[config.mk]
export PLATFORM = sky130hd
export DESIGN_NAME = afifo_wr_ctrl_flat
export DESIGN_NICKNAME = d
export VERILOG_FILES = /design/src/rtl/afifo_pkg.sv /design/src/rtl/afifo_wr_ctrl_if.sv /design/src/rtl/afifo_sync.sv /design/src/rtl/afifo_wr_ctrl.sv /design/src/flat_wrapper.sv
export SDC_FILE = /design/constraint.sdc
export NUM_CORES = 1
export LEC_CHECK = 0
export CAP_MARGIN = 20
export CORE_ASPECT_RATIO = 0.9
export CORE_MARGIN = 2
export CORE_UTILIZATION = 45
export DETAILED_ROUTE_END_ITERATION = 16
export PLACE_DENSITY_LB_ADDON = 0.08
export SLEW_MARGIN = 20
export SYNTH_ARGS = -nofsm -noshare
export SYNTH_HDL_FRONTEND = slang
export SYNTH_HIERARCHICAL = 1
export SYNTH_SLANG_ARGS = --single-unit
[constraint.sdc]
create_clock -name CLK -period 5.2 [get_ports CLK]
set_clock_uncertainty 0.2 [all_clocks]
set_input_delay 0.78 -clock CLK [delete_from_list [all_inputs] [get_ports CLK]]
set_output_delay 0.78 -clock CLK [all_outputs]
set_load 0.05 [all_outputs]
[src/rtl/afifo_pkg.sv]
// Shared definitions for both halves of the asynchronous FIFO.
// Holds the default address width and the Gray/binary conversion helpers.
// The read-domain controller imports this same package.
package afifo_pkg;

  // Default RAM address width. The FIFO depth is 2**ADDR_W_DEF.
  localparam int ADDR_W_DEF = 4;

  // Working width of the conversion helpers. Callers zero-extend their
  // pointer to this width and truncate the result. The extra zero MSBs
  // leave the low bits of either conversion unchanged.
  localparam int PTR_MAX_W = 32;

  // Binary to reflected Gray code.
  function automatic logic [PTR_MAX_W-1:0] bin2gray(input logic [PTR_MAX_W-1:0] b);
    return b ^ (b >> 1'b1);
  endfunction

  // Reflected Gray code to binary (prefix XOR from the MSB down).
  function automatic logic [PTR_MAX_W-1:0] gray2bin(input logic [PTR_MAX_W-1:0] g);
    logic [PTR_MAX_W-1:0] b;
    b[PTR_MAX_W-1] = g[PTR_MAX_W-1];
    for (int i = PTR_MAX_W - 2; i >= 0; i--) begin
      b[i] = b[i+1] ^ g[i];
    end
    return b;
  endfunction

endpackage

[src/rtl/afifo_wr_ctrl_if.sv]
// Write-side bus of the asynchronous FIFO.
// master : the writer and read-domain environment driving WE / RPTR_G.
// slave  : the write controller.
interface afifo_wr_ctrl_if
  import afifo_pkg::*;
#(
  parameter int ADDR_W = ADDR_W_DEF
);
  logic              WE;
  logic [ADDR_W:0]   RPTR_G;
  logic              WACK;
  logic [ADDR_W-1:0] WADDR;
  logic [ADDR_W:0]   WPTR_G;
  logic              FULL;
  logic              ALMOST_FULL;
  logic [ADDR_W:0]   WLEVEL;
  logic              OVF;

  modport master (
    output WE, RPTR_G,
    input  WACK, WADDR, WPTR_G, FULL, ALMOST_FULL, WLEVEL, OVF
  );

  modport slave (
    input  WE, RPTR_G,
    output WACK, WADDR, WPTR_G, FULL, ALMOST_FULL, WLEVEL, OVF
  );
endinterface

[src/rtl/afifo_sync.sv]
// Multi-flop synchroniser for a Gray-coded pointer crossing clock domains.
// Only one bit of the pointer changes per step. A bus-wide chain of flops is
// therefore safe here. The read domain reuses this chain for WPTR_G.
module afifo_sync #(
  parameter int SYNC_STAGES = 2,
  parameter int WIDTH       = 1
) (
  input  logic             CLK,
  input  logic             RST,
  input  logic [WIDTH-1:0] din,
  output logic [WIDTH-1:0] dout
);
  logic [WIDTH-1:0] stage_r [SYNC_STAGES];

  // Shift the asynchronous input through the flop chain, clearing it on reset.
  always_ff @(posedge CLK) begin
    if (RST) begin
      for (int i = 0; i < SYNC_STAGES; i++) begin
        stage_r[i] <= '0;
      end
    end else begin
      stage_r[0] <= din;
      for (int i = 1; i < SYNC_STAGES; i++) begin
        stage_r[i] <= stage_r[i-1];
      end
    end
  end

  assign dout = stage_r[SYNC_STAGES-1];
endmodule

[src/rtl/afifo_wr_ctrl.sv]
// Write-domain controller of the asynchronous FIFO.
// - Accepts writes and drives the RAM address and write enable.
// - Publishes a Gray write pointer to the read domain.
// - Derives FULL, ALMOST_FULL and a fill level from the synchronised read pointer.
// - Latches a sticky overflow flag for any write attempted while FULL.
module afifo_wr_ctrl
  import afifo_pkg::*;
#(
  parameter int ADDR_W      = ADDR_W_DEF,
  parameter int SYNC_STAGES = 2,
  parameter int AFULL_TH    = 12
) (
  input  logic           CLK,
  input  logic           RST,
  afifo_wr_ctrl_if.slave bus
);
  localparam int PTR_W = ADDR_W + 1;

  logic [PTR_W-1:0]  wbin_r;
  logic [PTR_W-1:0]  wptr_g_r;
  logic [PTR_W-1:0]  wlevel_r;
  logic [ADDR_W-1:0] waddr_r;
  logic              full_r;
  logic              afull_r;
  logic              ovf_r;

  logic              wack_s;
  logic [PTR_W-1:0]  wbin_next_s;
  logic [PTR_W-1:0]  wgray_next_s;
  logic [PTR_W-1:0]  rq_s;
  logic [PTR_W-1:0]  rbin_s;
  logic [PTR_W-1:0]  full_cmp_s;
  logic [PTR_W-1:0]  level_s;
  logic              full_next_s;
  logic              afull_next_s;

  afifo_sync #(
    .SYNC_STAGES (SYNC_STAGES),
    .WIDTH       (PTR_W)
  ) u_rptr_sync (
    .CLK  (CLK),
    .RST  (RST),
    .din  (bus.RPTR_G),
    .dout (rq_s)
  );

  // Next-state pointer arithmetic and flag evaluation. FULL and the level
  // use the post-write pointer. A write that fills the FIFO therefore
  // raises FULL on its own edge.
  always_comb begin
    wack_s       = bus.WE & ~full_r;
    wbin_next_s  = wbin_r + PTR_W'(wack_s);
    wgray_next_s = PTR_W'(bin2gray(PTR_MAX_W'(wbin_next_s)));
    rbin_s       = PTR_W'(gray2bin(PTR_MAX_W'(rq_s)));
    // Full when the write pointer is one lap ahead: the top two Gray bits
    // are inverted and the rest match.
    full_cmp_s   = {~rq_s[ADDR_W:ADDR_W-1], rq_s[ADDR_W-2:0]};
    full_next_s  = (wgray_next_s == full_cmp_s);
    level_s      = wbin_next_s - rbin_s;
    afull_next_s = (level_s >= PTR_W'(AFULL_TH));
  end

  // Register the pointers and status flags. A write dropped while FULL
  // leaves the pointers unchanged, because wack_s gates the increment.
  always_ff @(posedge CLK) begin
    if (RST) begin
      wbin_r   <= '0;
      wptr_g_r <= '0;
      waddr_r  <= '0;
      full_r   <= 1'b0;
      afull_r  <= 1'b0;
      wlevel_r <= '0;
      ovf_r    <= 1'b0;
    end else begin
      wbin_r   <= wbin_next_s;
      wptr_g_r <= wgray_next_s;
      waddr_r  <= wbin_next_s[ADDR_W-1:0];
      full_r   <= full_next_s;
      afull_r  <= afull_next_s;
      wlevel_r <= level_s;
      ovf_r    <= ovf_r | (bus.WE & full_r);
    end
  end

  assign bus.WACK        = wack_s;
  assign bus.WADDR       = waddr_r;
  assign bus.WPTR_G      = wptr_g_r;
  assign bus.FULL        = full_r;
  assign bus.ALMOST_FULL = afull_r;
  assign bus.WLEVEL      = wlevel_r;
  assign bus.OVF         = ovf_r;
endmodule
[src/flat_wrapper.sv]
// flat-port wrapper written by rule: the top's interface ports become plain ports
module afifo_wr_ctrl_flat import afifo_pkg::*;
#(
  parameter int ADDR_W      = ADDR_W_DEF,
  parameter int SYNC_STAGES = 2,
  parameter int AFULL_TH    = 12
)
  (CLK, RST, bus_WE, bus_RPTR_G, bus_WACK, bus_WADDR, bus_WPTR_G, bus_FULL, bus_ALMOST_FULL, bus_WLEVEL, bus_OVF);
  afifo_wr_ctrl_if #(.ADDR_W(ADDR_W)) bus_i ();
  input  logic CLK;
  input  logic RST;
  input wire logic [$bits(bus_i.WE)-1:0] bus_WE;
  input wire logic [$bits(bus_i.RPTR_G)-1:0] bus_RPTR_G;
  output wire logic [$bits(bus_i.WACK)-1:0] bus_WACK;
  output wire logic [$bits(bus_i.WADDR)-1:0] bus_WADDR;
  output wire logic [$bits(bus_i.WPTR_G)-1:0] bus_WPTR_G;
  output wire logic [$bits(bus_i.FULL)-1:0] bus_FULL;
  output wire logic [$bits(bus_i.ALMOST_FULL)-1:0] bus_ALMOST_FULL;
  output wire logic [$bits(bus_i.WLEVEL)-1:0] bus_WLEVEL;
  output wire logic [$bits(bus_i.OVF)-1:0] bus_OVF;
  assign bus_i.WE = bus_WE;
  assign bus_i.RPTR_G = bus_RPTR_G;
  assign bus_WACK = bus_i.WACK;
  assign bus_WADDR = bus_i.WADDR;
  assign bus_WPTR_G = bus_i.WPTR_G;
  assign bus_FULL = bus_i.FULL;
  assign bus_ALMOST_FULL = bus_i.ALMOST_FULL;
  assign bus_WLEVEL = bus_i.WLEVEL;
  assign bus_OVF = bus_i.OVF;
  afifo_wr_ctrl #(.ADDR_W(ADDR_W), .SYNC_STAGES(SYNC_STAGES), .AFULL_TH(AFULL_TH)) u_core (.CLK(CLK), .RST(RST), .bus(bus_i));
endmodule
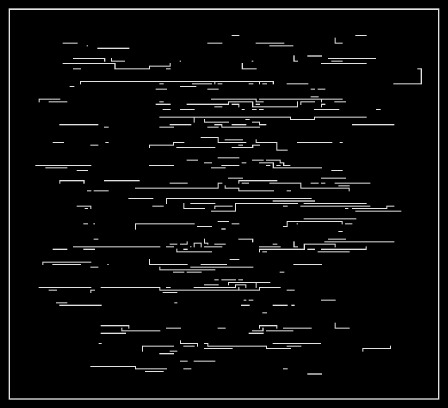
**Above:** run 1 (metal 1).
longest straight run = 25.8 µm
wire length on this layer = 759 µm

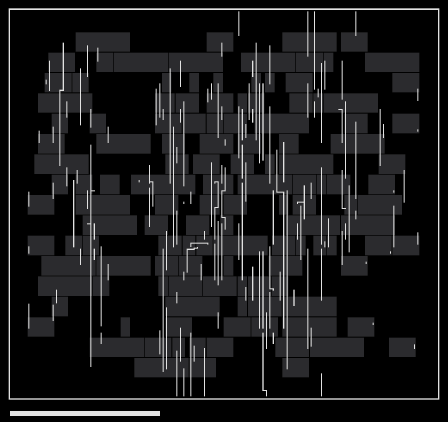
**Above:** run 1 (metal 2).
Bar = 20 µm. Cells faint in the background.
share of all routed wire = 45%
main direction = vertical
longest straight run = 29.6 µm

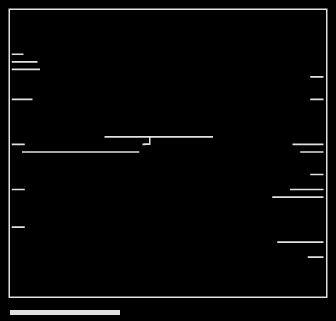
**Above:** run 1 (M3 wires).
Bar = 20 µm.
main direction = horizontal
nets with wire on the layer = 17

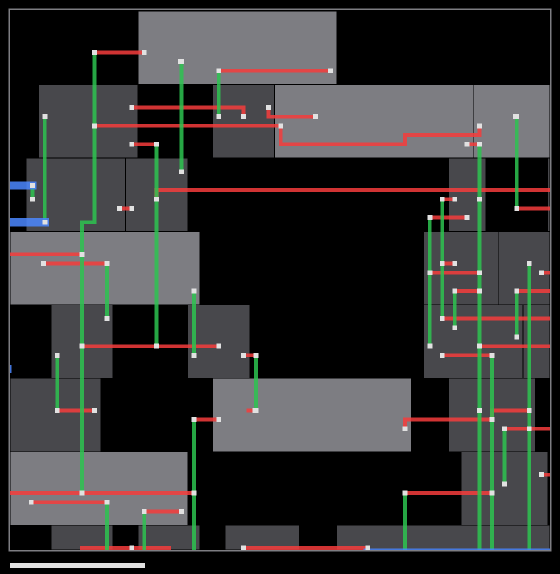
**Above:** run 1 (a small window of the routed layout).
Bar = 5 µm. Region (4, 29) to (24, 49) µm. Cells in grey, sequential cells in the stronger grey; small squares are vias.
red -> metal 1
green -> metal 2
blue -> metal 3
netlist names of flops here include = u_core/u_rptr_sync/stage_r (5)
cells with their middle in the window = 18
most frequent = dfxtp_1 (5), nor2b_1 (4)
sequential cells in the window = 5

run 1: how the worst min path moves through the flow:
stage	to	slack [ps]
3_5_place_dp	u_core/u_rptr_sync/stage_r[0][5]	220
6_report	u_core/u_rptr_sync/stage_r[0][5]	250
4_1_cts	u_core/u_rptr_sync/stage_r[0][5]	260
5_1_grt	u_core/u_rptr_sync/stage_r[0][7]	270
2_1_floorplan	u_core/u_rptr_sync/stage_r[0][5]	210
3_3_place_gp	u_core/u_rptr_sync/stage_r[0][9]	220
run 1: Yosys cell counts:
cell       instances  area, µm²
maj3_2             1      11.26
clkbuf_1           2      7.510
o22ai_1            1      6.260
dfxtp_1           27      540.5
buf_4              5      37.54
a21oi_2            1      8.760
xnor2_2            1      16.27
a2111oi_0          1      8.760
or3_1              1      6.260
maj3_1             1      10.01
nor2_1            14      52.55
nor2b_1           14      87.58
a21oi_1            2      10.01
ha_1               6      75.07
nand3_1            3      15.01
mux2i_1            2      20.02
and2_2             1      7.510
xor2_1             5      43.79
xnor3_2            1      23.77
fa_1               1      20.02
xnor2_1           14      122.6
inv_1              4      15.01
run 1: state kept, by name, indices dropped and copies added (netlist names):
signal	count
u_core/u_rptr_sync/stage_r	10
u_core/bus.WLEVEL	5
u_core/wbin_r	5
u_core/bus.WPTR_G	4
u_core/bus.ALMOST_FULL	1
u_core/bus.FULL	1
u_core/bus.OVF	1
run 1: area by class of cell:
class / count / area, µm² / share of cell area (%)
multi-input combinational: 70 / 545.5 / 38.62
sequential: 27 / 540.5 / 38.26
clock buffer: 4 / 26.28 / 1.860
tap: 28 / 35.03 / 2.480
inverter: 4 / 15.01 / 1.063
timing repair buffer: 25 / 250.2 / 17.71
run 1: logic make-up after synthesis:
family	share of synthesized area, %
mux	1.747
compound gates	2.948
buf+inv	5.240
fa+ha+maj	10.15
simple gates	14.74
xor+xnor	18.01
flops	47.16
run 1: stage by stage:
step	total power [W]	cell area [µm²]	util [%]	instances
2_1_floorplan	0.0003510	1146	-	108
3_3_place_gp	0.0003933	1386	57.17	154
3_5_place_dp	0.0003939	1386	57.17	154
4_1_cts	0.0004805	1413	58.26	158
5_1_grt	0.0005001	1413	58.26	158
6_report	0.0004737	1413	58.26	158
run 1: routing by layer:
layer	track usage (%)	routed length [µm]	up-vias
met5	0	0	-
met4	4.651	17	0
met3	5.473	104	2
met2	22.99	734	19
met1	15.84	758	315
li1	-	-	383
run 1: power by group:
part           switching (W)  leakage [nW]  internal (W)  total (W)
Clock              0.0000564        0.0150     0.0000300  0.0000864
Combinational      0.0000923         0.334     0.0000636   0.000156
Sequential        0.00000626         0.222      0.000225   0.000231
Total               0.000155         0.571      0.000319   0.000474
==> commit_impl_results.txt, run 1 <==
Refresh implementation metrics

- Per STA, the worst path is made up of clkdlybuf4s50_1, nor2b_1, clkdlybuf4s50_1.
- Counting every net in the synthesized netlist gives roughly 120.
- The required time at the worst endpoint is listed as 4220 ps.
- Chip Height: slightly above 50 µm
- Looking at hold timing, the worst path starts from u_core/u_rptr_sync/stage_r[0][0].
* Combined area of all synthesized cells: 1146 µm²
- Horizontal die dimension: roughly 57 µm
* Commonest Layout Cell: dfxtp_1
- Layout filler cell count: 230
- Number of slew-limit violations in the final report: 0
- In the final timing run, aggregate negative setup slack is 0 ps.
- Together, buffers and inverters on the worst path number 2.
- Flops out of synthesis: 27
- In this run, the number of DRC markers left after iteration 0 of detailed routing was 9.
- GRT Total Usage: a little over an eighth
- Clock buffer count from CTS: 3
- The overall die size recorded for this design is 2967 µm².
- Worst hold slack: between 200 and 250 ps
* Mean cell area of the mapped netlist: 10.61 µm²
* Library cell appearing most often on the critical path: clkdlybuf4s50_1
- Nets: 146
* Reg-to-reg startpoint: u_core/u_rptr_sync/stage_r[0][9]
- CTS tree: yes
- Hold-check failures listed in the final report amount to 0.
- Final routed DRC violation total: 0
- Clock slew at reported path FFs: 130 ps
* Number of placed I/O pins: 26
- Among cell families on the critical path, the largest total delay comes from buffers and inverters.
- After detailed routing, the number of vias per cell comes to 4.551.
- Maximum number of pins on one net before global-route repair: 29
- Yosys stat chip area: 1146 µm²
- STA classifies the critical path endpoint as an output port.
* Number of gates resized after cts: 0
* Critical setup path kind: in2out
* Clock Tree Buf Depth: 2
- Looking at the critical path, the single cell with the biggest stage delay is clkdlybuf4s50_1.
- From synthesis to final layout, the design area changed by 23.25%.
- Quantity of hold-fixing buffers added after cts: 0
- The initial antenna violation count is 0.
- For this design the ratio of total power to cell area is 335.3 nW/µm².
- Kind of start point of the critical path: input port
- The initialized floorplan defines 17 standard-cell rows.
* Post-layout period usage: approximately 64%
- R2R Path End: u_core/bus.ALMOST_FULL
- CORE AREA: 2425 µm²
* Achievable clock frequency: 0.3028 GHz
- Max-Slew Margin vs Limit: 39.36%
- Per the cell usage report, the commonest logic cells after layout are 27 x dfxtp_1, 25 x clkdlybuf4s50_1, 14 x xnor2_1, 14 x nor2b_1, 14 x nor2_1.
- Per STA, the endpoint of the critical path is bus_WACK.
- The root buffer cell chosen for the clock tree is clkbuf_4.
- First drt pass iteration count: 4
- Number of cells traversed by the worst hold path: 1
- The post-route netlist has 6.154% of its cells at a drive strength greater than 1.
- The routed layout has 719 vias.
- GRT Residual Overflow: 0
- Min cycle time layout: around 3300 ps
* Number of setup violations in the final report: 0
- First-pass GRT wire length: approximately 3000 µm
- Per the post-route antenna check, the number of violating nets is 0.
* Critical Path Start: bus_WE
- Counting cells, the worst reg-to-reg path comes to 10.
- RSZ-0062 raised after global routing: no
* TritonCTS sink count: 27
- Type of the most critical hold path: reg2reg
* Slew of the pin with the lowest slew margin: 906.8 ps
- Worst-case vdd ir drop: roughly 0.19 mV
- Static power due to leakage: 0.5708 nW
- Count of tool warnings: 27
- Status: finished clean
- H-tree depth: 1
* Number of inserted diodes: 0
- HPWL after detailed placement: 1265 µm
- The critical path in the final layout is reported with a setup slack of 1898 ps.
- The final weighted congestion recorded by global placement is 0.7625.
* Synth Warn #: 6
**Run 1: track usage over the die**

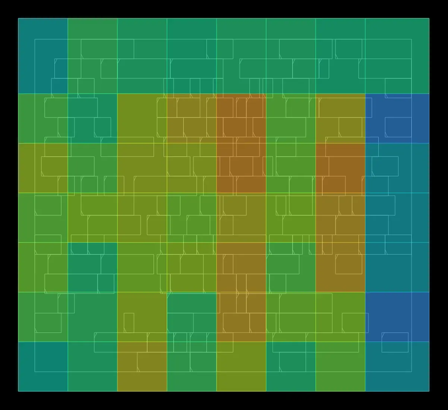

## Run 2: what changed since run 1
Settings changed: CORE_UTILIZATION 45 to 43.
Clock period 5.2 ns to 3.02 ns, I/O delays scaled along.
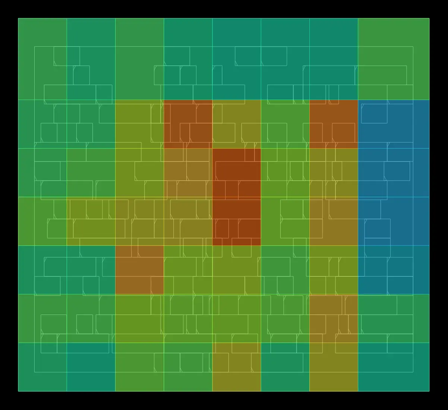
**Above:** run 2 (track usage over the die).
Layout Utilization: 61.39%
Global Route met2 Usage: 27.15%
GRT Total Usage: 15.14%
Routed wire per std cell: 11.57 µm

==> commit_impl_results.txt, run 2 <==
Refresh implementation metrics

* Number of setup violations in the final report: 0
- Flops out of synthesis: 27
* Buffers inserted by post-CTS timing repair: 0
- For reference, the top cells by count after synthesis are 27 x dfxtp_1, 14 x nor2_1, 14 x nor2b_1, 14 x xnor2_1, 6 x ha_1.
- Broken down by cell family, the worst path's largest delay share belongs to XOR/XNOR gates.
- Yosys stat chip area: 1146 µm²
- Dividing the detail-routed via count by the number of cells gives roughly 4.6.
* Number of slew-limit violations in the final report: 0
- PD cells: 553.6 nW/µm²
* Smallest setup slack after layout: a little over 200 ps
- Critical setup path kind: reg2reg
* Most common logic cells in the final layout: 26 x dfxtp_1, 25 x clkdlybuf4s50_1, 14 x xnor2_1, 14 x nor2_1
- Biggest area cells: dfxtp_1 47%, xnor2_1 11%, nor2b_1 7.6%, ha_1 6.6%, nor2_1 4.6%
- Min cycle time layout: roughly 2800 ps
* Final routed DRC violation total: 0
- The cell sitting at the root of the clock tree is a clkbuf_4.
* Critical Path RT: 3020 ps
- # Max-Cap Violations: 0
- Number of buffer and inverter stages on the critical path: 1
- Slowest Stage Delay on Critical Path: 480 ps
* Status: finished clean
- Most frequent cell after synthesis: dfxtp_1
- First-pass GRT wire length: 3401 µm
* Via count: approximately 790
* H-tree depth: 1
* Number of placed I/O pins: 26
- Initial DRC Count: 11
* Cell type with the highest aggregate area in the netlist: dfxtp_1
- After floorplanning, the die was sized to cover 3095 µm².
* First drt pass iteration count: 4
- Yosys cell count: 108
- Layout cell share with drive strength beyond 1: 17.48%
- TritonCTS built the clock tree.
- The net count after synthesis is 123.
* Mean cell area of the mapped netlist: ~11 µm²
- Clock buffer count from CTS: 3
* Library cells used by synthesis: 22
- Register with the most flip-flops: u_core/u_rptr_sync/stage_r
- Detailed placement reports a standard cell area of 1491 µm².
* Area of all placed cells without fillers: 1528 µm²
* Commonest Layout Cell: dfxtp_1
- Antenna violations before repair: 0
- Final weighted congestion in routability-driven placement: roughly 0.77
- For the pin with the worst max-slew slack, the measured transition is 569.1 ps.
* Nature of the critical path endpoint: register
- Syn Inst Count: approximately 110
- Slowest cell on the critical path: xnor3_2
* Count of buffers from port buffering: 25
* Post-layout period usage: between 90% and 100%
- Number of cells traversed by the worst hold path: 1
- 0 antenna diodes ended up in the layout.
* Quantity of hold-fixing buffers added after cts: 0
- The net count of the finished layout is 159.
* Synth Warn #: 6
- Source-to-sink clock delay at the later pin of the worst-skew pair: 320 ps
- Worst-case vdd ir drop: 0.3838 mV
- The pre-CTS setup check shows a worst slack of -57.18 ps.
- Summed over all layers, the routed wires come to 1979 µm.
* Maximum number of pins on one net before global-route repair: 17
* Clock slew at reported path FFs: 140 ps
- TritonCTS sink count: 27
* Clock Tree Buf Depth: 2
* Levels on crit path: 10
- After global routing the overflow that remains totals 0.
* Residual antenna-violating net count after detailed routing: 0
* Proportion of synthesized flip-flops having asynchronous set or reset: 0%
* Primary FF master, synth: dfxtp_1
- The floorplan step defined a core boundary enclosing 2489 µm².
- EDFF count, synth: 0
- Row count: 17
* Worst setup slack for register-to-register paths: 200 ps
- Combined area of all synthesized cells: 1146 µm²
- After synthesis, flip-flops and latches occupy a little under half of the total area.
- At the floorplan stage, the core utilization is reported as between 40% and 50%.
- Of the post-synthesis cell area, the dominant cell type holds 47.16%.
* Horizontal die dimension: 58.42 µm
- Headroom to the max-slew limit came out at 61.94%.
- The register with the most flip-flops in the layout has 10 of them.
- Note that the worst hold path type here is reg2reg.
- Kind of start point of the critical path: register
* Critical Path Fanout Max: 3
* Data arrival time of the critical path: 2820 ps
- Final total power: 0.0008458 W
- Vias in the first global route: 785
- Relative area change from synthesis to final layout: 33.30%
* Final number of hold-violating endpoints: 0
* RSZ-0062 raised after global routing: no
- The wire-length estimate of the detail-placed layout is approximately 1600 µm.
- Static timing analysis puts the maximum clock frequency at 0.3548 GHz.
* Cell Chain, Critical Path: xnor3_2, xor2_2, xnor2_1, ha_1, inv_1, fa_1, maj3_2, a21oi_2, xnor2_1, o22ai_1
* Static power due to leakage: 0.6409 nW
* Library cell appearing most often on the critical path: xnor2_1
- The vertical die dimension reported for this design is 52.98 µm.
- Worst Reg2Reg Path Length in Cells: 10
- OpenROAD emitted warnings numbering 27.
run 2: worst paths after layout:
| check | to | startpoint |
|---|---|---|
| max | u_core/bus.ALMOST_FULL | u_core/u_rptr_sync/stage_r[0][9] |
| min | u_core/u_rptr_sync/stage_r[0][8] | u_core/u_rptr_sync/stage_r[0][3] |
| max reg2reg | u_core/bus.ALMOST_FULL | u_core/u_rptr_sync/stage_r[0][9] |
| min reg2reg | u_core/u_rptr_sync/stage_r[0][8] | u_core/u_rptr_sync/stage_r[0][3] |
run 2: cell type report:
class,count,area [µm²]
Clock buffer,3,22.52
Clock inverter,1,5.005
Fill cell,217,960.9
Inverter,4,15.01
Multi-Input combinational cell,70,560.5
Sequential cell,27,541.8
Tap cell,28,35.03
Timing Repair Buffer,38,347.8
run 2: power breakdown:
part	internal [W]	leakage (nW)	switching, W
Sequential	0.000388	0.223	0.0000117
Combinational	0.000126	0.401	0.000168
Clock	0.0000496	0.0177	0.000102
run 2: cell families after synthesis:
kind of cell / Yosys count / synth area share [%]
compound gates: 5 / 2.948
xor+xnor: 21 / 18.01
fa+ha+maj: 9 / 10.15
buf+inv: 11 / 5.240
flops: 27 / 47.16
mux: 2 / 1.747
simple gates: 33 / 14.74
run 2: layer usage:
layer  up-vias  share of wire, %  global-route usage (%)
met5         -                 0                       0
met4         0              0.71                   3.488
met3         2               4.8                   5.134
met2        19                51                   27.15
met1       359                44                   17.27
li1        408                 -                       -
run 2: repair_timing:
| action | 4_1_cts | 5_1_grt |
|---|---|---|
| setup endpoints to repair | 0 | 1 |
| endpoints found under the hold margin | 0 | 0 |
| resized | 0 | 2 |
run 2: stage by stage:
step                      hold WS, ps  instances  TNS [ps]
after floorplan                 213.8        108         0
after global placement          218.3        167    -18.32
after detailed placement        222.0        167    -71.22
after CTS                       255.8        171         0
after global routing            267.0        171         0
final                           249.7        171         0
**Run 2: metal 1**

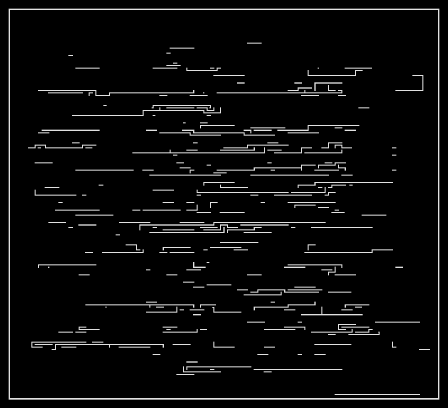

## Run 3: what changed since run 2
Settings changed: ABC_AREA from default to 1, CORE_UTILIZATION 43 to 45, GPL_TIMING_DRIVEN from default to 0.
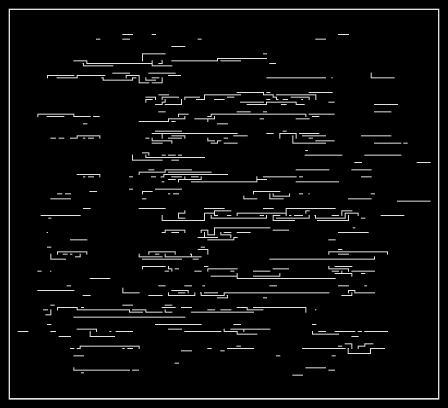
**Above:** run 3 (metal 1).
wire length on this layer = 869 µm
main direction = horizontal

==> commit_impl_results.txt, run 3 <==
Refresh implementation metrics

- Critical Path RT: 2370 ps
- Static power due to leakage: 0.7623 nW
- In the final report, the number of pins over their slew limit comes to 0.
* Number of inserted diodes: 0
- Status: finished clean
* Relative area change from synthesis to final layout: 25.71%
- In the synthesized netlist the dominant register cell turns out to be dfxtp_1.
- At the pin with the least slew margin, the transition time is 494.0 ps.
- MUX share of area: 0%
* Vias in the first global route: 852
* Total Wirelength: 1935 µm
* Count of tool warnings: 27
- Number of setup violations in the final report: 0
* Final number of hold-violating endpoints: 0
* First-pass GRT wire length: ~3400 µm
- Syn Inst Count: between 150 and 200
- The skew report gives the latency at the later pin of the worst-skew pair as 320 ps.
- Synthesis instantiated 23 different standard cells from the library.
* Layout cell share with drive strength beyond 1: a little under a fifth
* Row count: 18
- Slowest cell on the critical path: clkdlybuf4s50_1
- Post-layout period usage: 85.88%
- Nets: 202
- # Max-Cap Violations: 0
* Residual antenna-violating net count after detailed routing: 0
- Warnings reported by Yosys during synthesis add up to 6.
- Entering global routing, the biggest net connects 15 pins.
* Antenna violations before repair: 0
- CTS tree: yes
- The registers of the reported paths see a clock transition of between 100 and 150 ps.
* Data arrival time of the critical path: 1940 ps
- According to the floorplan report, the total die area is 3287 µm².
- The routed layout has 960 vias.
* Ao+oa area frac: 1.173%
- The cell area that synthesis handed to floorplanning was around 1300 µm².
- Smallest setup slack after layout: 426.5 ps
- Traced cell by cell, the critical path runs through clkdlybuf4s50_1, inv_1, nor2_2, clkdlybuf4s50_1.
- Clock Tree Buf Depth: 2
- u_core/u_rptr_sync/stage_r holds more flip-flops than any other register.
* Yosys stat chip area: 1280 µm²
- Biggest area cells: dfxtp_1 42%, nand2_1 7.9%, inv_1 7.6%, nor2_1 7.0%, ha_1 5.9%
- Min cycle time layout: 2594 ps
- Checking max transition, the worst relative margin is 66.97%.
- The cell that appears most often on the critical path is clkdlybuf4s50_1.
- Detailed placement ended at an HPWL of 1597 µm.
* FP Core Util: 46.97%
- GRT Residual Overflow: 0
- Main kind of combinational logic by area: simple AND/OR/NAND/NOR gates
- Crit-path leading delay family: buffers and inverters
- The synthesized design spends more area on one cell type than any other, namely dfxtp_1.
* PD cells: around 510 nW/µm²
- After floorplanning, the core was sized to cover 2725 µm².
- Per the synthesis report, the adder-cell share of the synthesized area is 7.429%.
- In the final timing run, aggregate negative setup slack is 0 ps.
- List of most frequent post-synthesis cells: 27 x dfxtp_1, 27 x nand2_1, 26 x inv_1, 24 x nor2_1, 7 x nand2_2
* Critical setup path kind: in2out
* Layout Utilization: between 50% and 60%
* TritonCTS sink count: 27
- EDFF count, synth: 0
- The horizontal die dimension reported for this design is 60.22 µm.
* Vias per std cell: 4.248
- After detailed routing, the average wire length per cell comes to 8.562 µm.
- Buffers inserted by post-CTS timing repair: 0
- After clock tree synthesis, the repair step resized 0 gates.
- Of all flip-flops after synthesis, the portion carrying an async set or reset was 0%.
- RSZ-0062 raised after global routing: no
- Initial DRC Count: 27
* Flops out of synthesis: 27
- The worst VDD IR drop from the latest analysis is approximately 0.36 mV.
- The register with the most flip-flops in the layout has 10 of them.
- Clock root buffer: clkbuf_4
* Synthesized Nets: 172
- STA classifies the critical path startpoint as an input port.
- Share of the synthesized area in the top cell type: 42.23%
- Most common logic cells in the final layout: 27 x nand2_1, 27 x dfxtp_1, 26 x inv_1
* Simple-Gate Fraction of Synth Area: 28.45%
* Number of placed I/O pins: 26
==> run 3: area by class of cell <==
class	count	area, µm²
Multi-Input combinational cell	93	576.8
Inverter	30	112.6
Buffer	7	52.55
Timing Repair Buffer	25	250.2
Fill cell	254	1116
Sequential cell	27	540.5
Tap cell	40	50.05
Clock buffer	4	26.28
==> run 3: cell families after synthesis <==
family,after synthesis
AOI/OAI and AO/OA,3
buffers and inverters,37
xor gates and xnor gates,8
adders and majority gates,7
DFF,27
and+or+nand+nor,75
==> run 3: tightest hold or removal path: stages (launching register included) <==
cell and delay [ps]:
dfxtp_1 320, inv_1 40, nor2_1 30
==> run 3: layer usage <==
| metal | up-vias | track usage [%] | wire length [µm] |
|---|---|---|---|
| met1 | 420 | 15.96 | 868 |
| met3 | 4 | 2.128 | 66 |
| li1 | 517 | - | - |
| met5 | - | 0 | 0 |
| met2 | 19 | 25.72 | 966 |
| met4 | 0 | 8.889 | 34 |
==> run 3: path summary, 6_finish.rpt <==
kind,from,endpoint,cells after the start,slack (ps)
max,bus_WE,bus_WACK,4,430
min,u_core/u_rptr_sync/stage_r[0][3],u_core/u_rptr_sync/stage_r[0][8],2,210
max reg2reg,u_core/u_rptr_sync/stage_r[0][9],u_core/bus.ALMOST_FULL,16,570
min reg2reg,u_core/u_rptr_sync/stage_r[0][3],u_core/u_rptr_sync/stage_r[0][8],2,210
==> run 3: stage by stage <==
step / total power, W / area [µm²] / hold WS [ps] / instances
6_report: 0.0008140 / 1609 / 210.6 / 226
5_1_grt: 0.0008677 / 1609 / 224.5 / 226
4_1_cts: 0.0008261 / 1609 / 214.0 / 226
3_5_place_dp: 0.0006732 / 1583 / 195.5 / 222
3_3_place_gp: 0.0006681 / 1583 / 189.1 / 222
2_1_floorplan: 0.0005982 / 1282 / 188.3 / 157
==> run 3: power by group <==
| part | internal [W] | switching [W] |
|---|---|---|
| Combinational | 0.0000992 | 0.000169 |
| Clock | 0.0000517 | 0.0000998 |
| Sequential | 0.000386 | 0.00000845 |
| Total | 0.000537 | 0.000277 |
No activity file was given, so power comes from the tool's default toggle rates.
